$ cat config.mk
export PLATFORM = sky130hd
export DESIGN_NAME = addsub_arbiter_flat
export DESIGN_NICKNAME = d
export VERILOG_FILES = /design/src/rtl/addsub_arbiter_if.sv /design/src/rtl/addsub_arbiter.sv /design/src/flat_wrapper.sv
export SDC_FILE = /design/constraint.sdc
export NUM_CORES = 1
export LEC_CHECK = 0
export CORE_ASPECT_RATIO = 0.9
export CORE_MARGIN = 8
export CORE_UTILIZATION = 41
export CTS_CLUSTER_DIAMETER = 200
export CTS_CLUSTER_SIZE = 12
export DETAILED_ROUTE_END_ITERATION = 16
export GPL_ROUTABILITY_DRIVEN = 1
export PLACE_DENSITY_LB_ADDON = 0.2
export SKIP_LAST_GASP = 1
export SLEW_MARGIN = 30
export SYNTH_ARGS = -nofsm -noshare
export SYNTH_HDL_FRONTEND = slang
export SYNTH_SLANG_ARGS = --single-unit
$ cat constraint.sdc
create_clock -name clk -period 1.5 [get_ports clk]
set_input_delay 0.225 -clock clk [delete_from_list [all_inputs] [get_ports clk]]
set_output_delay 0.225 -clock clk [all_outputs]
set_load 0.01 [all_outputs]
$ cat src/rtl/addsub_arbiter_if.sv
// Handshake bundle between two requesters, one consumer and addsub_arbiter.
// master: requesters/consumer side; slave: arbiter side. rsp_ovf only with ADDSUB_ARB_OVF_EN.
interface addsub_arbiter_if #(
    parameter int WIDTH = 4
);
    logic             req0_valid;
    logic             req0_ready;
    logic [WIDTH-1:0] req0_a;
    logic [WIDTH-1:0] req0_b;
    logic             req0_sel;
    logic             req1_valid;
    logic             req1_ready;
    logic [WIDTH-1:0] req1_a;
    logic [WIDTH-1:0] req1_b;
    logic             req1_sel;
    logic             rsp_valid;
    logic             rsp_ready;
    logic             rsp_id;
    logic [WIDTH-1:0] rsp_sum;
    logic             rsp_cout;
`ifdef ADDSUB_ARB_OVF_EN
    logic             rsp_ovf;
`endif

    modport master (
`ifdef ADDSUB_ARB_OVF_EN
        input  rsp_ovf,
`endif
        output req0_valid, req0_a, req0_b, req0_sel,
        input  req0_ready,
        output req1_valid, req1_a, req1_b, req1_sel,
        input  req1_ready,
        input  rsp_valid, rsp_id, rsp_sum, rsp_cout,
        output rsp_ready
    );

    modport slave (
`ifdef ADDSUB_ARB_OVF_EN
        output rsp_ovf,
`endif
        input  req0_valid, req0_a, req0_b, req0_sel,
        output req0_ready,
        input  req1_valid, req1_a, req1_b, req1_sel,
        output req1_ready,
        output rsp_valid, rsp_id, rsp_sum, rsp_cout,
        input  rsp_ready
    );
endinterface

$ cat src/rtl/addsub_arbiter.sv
// Round-robin sharing of one add/sub datapath between two requesters.
// Ports: clk, rst (sync, active-high), bus (addsub_arbiter_if.slave).
// Optional macro ADDSUB_ARB_OVF_EN adds the signed-overflow result bit.
module addsub_arbiter #(
    parameter int WIDTH = 4
) (
    input logic              clk,
    input logic              rst,
    addsub_arbiter_if.slave  bus
);
    typedef enum logic [1:0] {
        IDLE = 2'd0,
        EXEC = 2'd1,
        RESP = 2'd2
    } state_t;

    state_t           state;
    state_t           state_nx;
    logic             last;
    logic             gnt0;
    logic             gnt1;
    logic [WIDTH-1:0] op_a;
    logic [WIDTH-1:0] op_b;
    logic             op_sel;
    logic             op_id;
    logic [WIDTH-1:0] bx;
    logic [WIDTH:0]   full;
    logic [WIDTH-1:0] sum_q;
    logic             cout_q;
    logic             id_q;
`ifdef ADDSUB_ARB_OVF_EN
    logic [WIDTH-1:0] low;
    logic             ovf_q;
`endif

    // Grant only in IDLE and never in a reset cycle; on contention
    // the requester not served last wins.
    always_comb begin
        gnt0     = 1'b0;
        gnt1     = 1'b0;
        state_nx = state;
        unique case (state)
            IDLE: begin
                if (!rst) begin
                    gnt0 = bus.req0_valid
                         && (!bus.req1_valid || last);
                    gnt1 = bus.req1_valid
                         && (!bus.req0_valid || !last);
                end
                if (gnt0 || gnt1)
                    state_nx = EXEC;
            end
            EXEC: state_nx = RESP;
            RESP: if (bus.rsp_ready) state_nx = IDLE;
            default: state_nx = IDLE;
        endcase
    end

    // Subtract is a + ~b + 1, with sel doubling as carry-in.
    always_comb begin
        bx   = op_b ^ {WIDTH{op_sel}};
        full = {1'b0, op_a} + {1'b0, bx}
             + {{WIDTH{1'b0}}, op_sel};
    end

`ifdef ADDSUB_ARB_OVF_EN
    // Carry into the MSB comes from the lower WIDTH-1 bits.
    always_comb begin
        low = {1'b0, op_a[WIDTH-2:0]}
            + {1'b0, bx[WIDTH-2:0]}
            + {{(WIDTH-1){1'b0}}, op_sel};
    end
`endif

    always_ff @(posedge clk) begin
        if (rst) begin
            state  <= IDLE;
            last   <= 1'b1;
            op_a   <= '0;
            op_b   <= '0;
            op_sel <= 1'b0;
            op_id  <= 1'b0;
            sum_q  <= '0;
            cout_q <= 1'b0;
            id_q   <= 1'b0;
`ifdef ADDSUB_ARB_OVF_EN
            ovf_q  <= 1'b0;
`endif
        end else begin
            state <= state_nx;
            if (gnt0 || gnt1) begin
                op_a   <= gnt1 ? bus.req1_a : bus.req0_a;
                op_b   <= gnt1 ? bus.req1_b : bus.req0_b;
                op_sel <= gnt1 ? bus.req1_sel : bus.req0_sel;
                op_id  <= gnt1;
                last   <= gnt1;
            end
            if (state == EXEC) begin
                sum_q  <= full[WIDTH-1:0];
                cout_q <= full[WIDTH];
                id_q   <= op_id;
`ifdef ADDSUB_ARB_OVF_EN
                ovf_q  <= low[WIDTH-1] ^ full[WIDTH];
`endif
            end
        end
    end

    assign bus.req0_ready = gnt0;
    assign bus.req1_ready = gnt1;
    assign bus.rsp_valid  = (state == RESP);
    assign bus.rsp_id     = id_q;
    assign bus.rsp_sum    = sum_q;
    assign bus.rsp_cout   = cout_q;
`ifdef ADDSUB_ARB_OVF_EN
    assign bus.rsp_ovf    = ovf_q;
`endif
endmodule

$ cat src/flat_wrapper.sv
// flat-port wrapper written by rule: the top's interface ports become plain ports
module addsub_arbiter_flat 
#(
    parameter int WIDTH = 4
)
  (clk, rst, bus_req0_valid, bus_req0_a, bus_req0_b, bus_req0_sel, bus_req0_ready, bus_req1_valid, bus_req1_a, bus_req1_b, bus_req1_sel, bus_req1_ready, bus_rsp_valid, bus_rsp_id, bus_rsp_sum, bus_rsp_cout, bus_rsp_ready);
  addsub_arbiter_if #(.WIDTH(WIDTH)) bus_i ();
  input logic clk;
  input logic rst;
  input wire logic [$bits(bus_i.req0_valid)-1:0] bus_req0_valid;
  input wire logic [$bits(bus_i.req0_a)-1:0] bus_req0_a;
  input wire logic [$bits(bus_i.req0_b)-1:0] bus_req0_b;
  input wire logic [$bits(bus_i.req0_sel)-1:0] bus_req0_sel;
  output wire logic [$bits(bus_i.req0_ready)-1:0] bus_req0_ready;
  input wire logic [$bits(bus_i.req1_valid)-1:0] bus_req1_valid;
  input wire logic [$bits(bus_i.req1_a)-1:0] bus_req1_a;
  input wire logic [$bits(bus_i.req1_b)-1:0] bus_req1_b;
  input wire logic [$bits(bus_i.req1_sel)-1:0] bus_req1_sel;
  output wire logic [$bits(bus_i.req1_ready)-1:0] bus_req1_ready;
  output wire logic [$bits(bus_i.rsp_valid)-1:0] bus_rsp_valid;
  output wire logic [$bits(bus_i.rsp_id)-1:0] bus_rsp_id;
  output wire logic [$bits(bus_i.rsp_sum)-1:0] bus_rsp_sum;
  output wire logic [$bits(bus_i.rsp_cout)-1:0] bus_rsp_cout;
  input wire logic [$bits(bus_i.rsp_ready)-1:0] bus_rsp_ready;
  assign bus_i.req0_valid = bus_req0_valid;
  assign bus_i.req0_a = bus_req0_a;
  assign bus_i.req0_b = bus_req0_b;
  assign bus_i.req0_sel = bus_req0_sel;
  assign bus_req0_ready = bus_i.req0_ready;
  assign bus_i.req1_valid = bus_req1_valid;
  assign bus_i.req1_a = bus_req1_a;
  assign bus_i.req1_b = bus_req1_b;
  assign bus_i.req1_sel = bus_req1_sel;
  assign bus_req1_ready = bus_i.req1_ready;
  assign bus_rsp_valid = bus_i.rsp_valid;
  assign bus_rsp_id = bus_i.rsp_id;
  assign bus_rsp_sum = bus_i.rsp_sum;
  assign bus_rsp_cout = bus_i.rsp_cout;
  assign bus_i.rsp_ready = bus_rsp_ready;
  addsub_arbiter #(.WIDTH(WIDTH)) u_core (.clk(clk), .rst(rst), .bus(bus_i));
endmodule
Figure 1. Gate-type map.
(6 px per um)
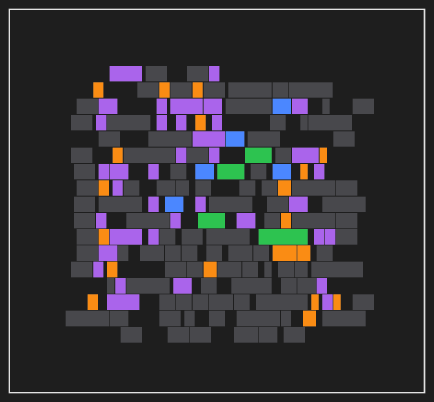
- xor and xnor cells: blue (cells 5; where middle)
- aoi and oai cells: purple (cells 37)
- fa/ha/maj cells: green (cells 4; where middle)
- nand cells: orange (cells 19)

Figure 2. Met2 routing.
(4 px per um)
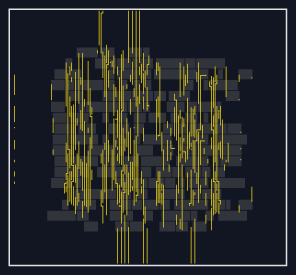
- longest straight run: 37.6 um
- share of all routed wire: 50%

==> metrics.yaml <==
floorplan:
  rows: 17
  die_h_um: 63.7
  die_x_um: 69.0
  io_pins: 32
grt:
  antenna_found_initial: 0
  grt_pass1_wl_mm: 4.59
setup_path:
  r2r_setup_slack_ps: -20
  crit_path_end_kind: "output port"
  cp_num_cells: 4
  crit_family: "buffers and inverters"
  crit_start: "bus_req1_valid"
  worstPathMaxFanout: 2
  crit_type: "in -> out"
  crit_chain: "clkdlybuf4s50_1, or3b_4, nor2_4, buf_6"
  r2r_end: "u_core.bus.rsp_cout$_SDFFE_PP0N_"
final_layout:
  syn2layout_area_growth_pct: 54.4
  post-route-cell-area_um2: 1600
routing:
  detail-route-antenna-nets: 0
  via_per_inst: 5.58
  wire_per_inst_um: 15.7
  drc: 0
logic_synthesis:
  top_cells_by_area: "dfxtp_1 (37%), a311oi_1 (7.6%), a21oi_1 (6.8%), nand3_1 (4.8%), o21ai_1 (3.9%)"
  ys_area_um2: 1030
  edf_count: 0
  top_area_cell: "dfxtp_1"
  ys.flops: 19
  ys_sh_simple_pct: 18.7
  yosysWarningCount: 0
  ff_type: "dfxtp_1"
  synth_nets: 140
  netlist_area_um2: 1030
  ys_sh_aoi_pct: 28.2
timing:
  relSlewSlack_pct: 79.1
  finalSetupViolations: 2
  fin_hold_ws_ps: 462
  timing_hold_violations_final: 0
  fin_ws_ps: -36.6
power:
  swShare_pct: 32.6
  p_clk_share_pct: 19.0
  p_int_uw: 942
cts:
  htree_levels: 1
  cts_max_path_buffers: 2
  clock.latency.late_pin_ps: 300
run_status:
  outcome: "finished with violations"
  violations: "setup timing"
placed_design:
  hpwl_mm: 2.23
hold_path:
  hold_path_class: "reg -> reg"
flow_run:
  drv_cap: 0
Figure 3. Where the registers sit.
(6 px per um) Other sequential cells in the stronger gray, the rest of the logic in the fainter gray.
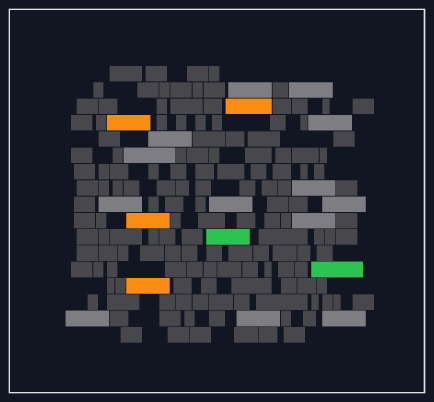
- u_core.state: green (placed flops 2)
- u_core.op_b: orange (placed flops 4)
- not colored: 13
register area: 389 um^2
Sequential Power: 596 uW
post-layout util: 65.9%
flop share of the area: 24.4%

Figure 4. Congestion heat map.
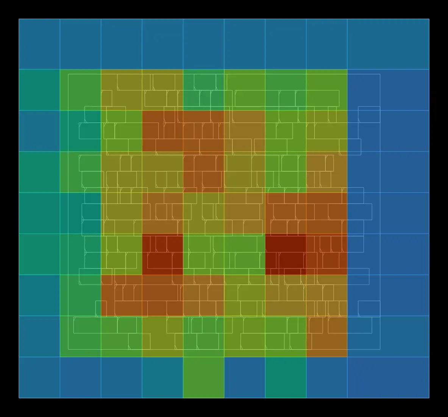
M2 GR Usage: 22.3%
GR peak layer: met2
total track usage: 13.2%
GR Layer Usage met3: 5.12%

-- cells by family after synthesis --
family,count (synthesis)
adder cells (fa/ha/maj),4
flip-flops,19
AND-OR/OR-AND,44
multiplexers,1
XOR/XNOR,5
buffers and inverters,8
AND/OR/NAND/NOR,32
-- sequential cells by signal, summed over array words and instances, names as in the netlist --
signal,cells
u_core.last,1
u_core.op_b,4
u_core.op_sel,1
u_core.op_a,4
u_core.bus.rsp_sum,4
u_core.bus.rsp_id,1
u_core.op_id,1
u_core.bus.rsp_cout,1
u_core.state,2
-- power groups by stage --
stage	registers [mW]	clock network, mW	logic [mW]
finish	0.596	0.265	0.535
global route	0.602	0.297	0.575
CTS	0.595	0.273	0.486
detailed placement	0.606	0	0.469
global placement	0.604	0	0.456
floorplan	0.612	0	0.248
-- cell usage after synthesis, drive strengths merged, types with 3 or more instances --
library cell,count
dfxtp,19
a21o,3
ha,3
a311oi,9
nand2,5
xor2,3
nand3,10
nor2b,3
a21oi,15
o21ai,10
nor2,5
buf,7
-- worst min-delay path by stage --
stage	endpoint	cells after the start
after floorplan	u_core.op_b[0]$_SDFFE_PP0P_	2
after global placement	u_core.bus.rsp_id$_SDFFE_PP0N_	2
after detailed placement	u_core.bus.rsp_id$_SDFFE_PP0N_	2
after CTS	u_core.bus.rsp_id$_SDFFE_PP0N_	2
after global routing	u_core.op_b[0]$_SDFFE_PP0P_	3
final	u_core.bus.rsp_id$_SDFFE_PP0N_	2
-- layout make-up --
class                      count  area (um^2)
inverter                       1         3.75
tap                           28         35.0
clock inverter                 1         5.00
sequential                    19          389
timing repair buffer          52          463
multi-input combinational     86          679
clock buffer                   3         22.5
fill                         212          827
-- placed cells by master, fill, tap and decap left out, types with 2 or more instances in the layout --
cell,n
nand2_1,4
o21ai_0,2
nand3_1,10
nor2_4,2
clkbuf_4,3
o21ai_1,8
clkdlybuf4s50_1,28
a21o_1,3
nor2_1,3
dfxtp_4,2
buf_4,20
a21oi_1,13
xnor2_1,2
dfxtp_1,16
nand2b_1,2
buf_2,2
a311oi_1,4
nor2b_1,2
a311oi_2,5
buf_6,2
ha_1,3
a21oi_2,2
xor2_1,3
-- routing by layer --
layer | vias to the layer above | track usage, %
li1 | 525 | -
met1 | 497 | 15.2
met2 | 34 | 22.3
met3 | 4 | 5.12
met4 | 0 | 2.26
met5 | - | 0
-- metrics by stage --
step / cells / TNS [ps]
after floorplan: 113 / 0
after global placement: 185 / -2520
after detailed placement: 185 / -3210
after CTS: 190 / -106
after global routing: 190 / -191
final: 190 / -59.5
-- worst min-delay path: stages, from the launching register on --
cell	delay [ps]
dfxtp_1	330
nand2_1	50
a21oi_1	50
-- timing repair --
item | 4_1_cts | 5_1_grt
hold buffers | 0 | 0
buffers inserted | 1 | 1
gates cloned | 0 | 0
resized | 22 | 11
pin swaps | 0 | 5
setup endpoints to repair | 5 | 11
Power figures rest on the tool's default switching activity, not on a simulated workload.
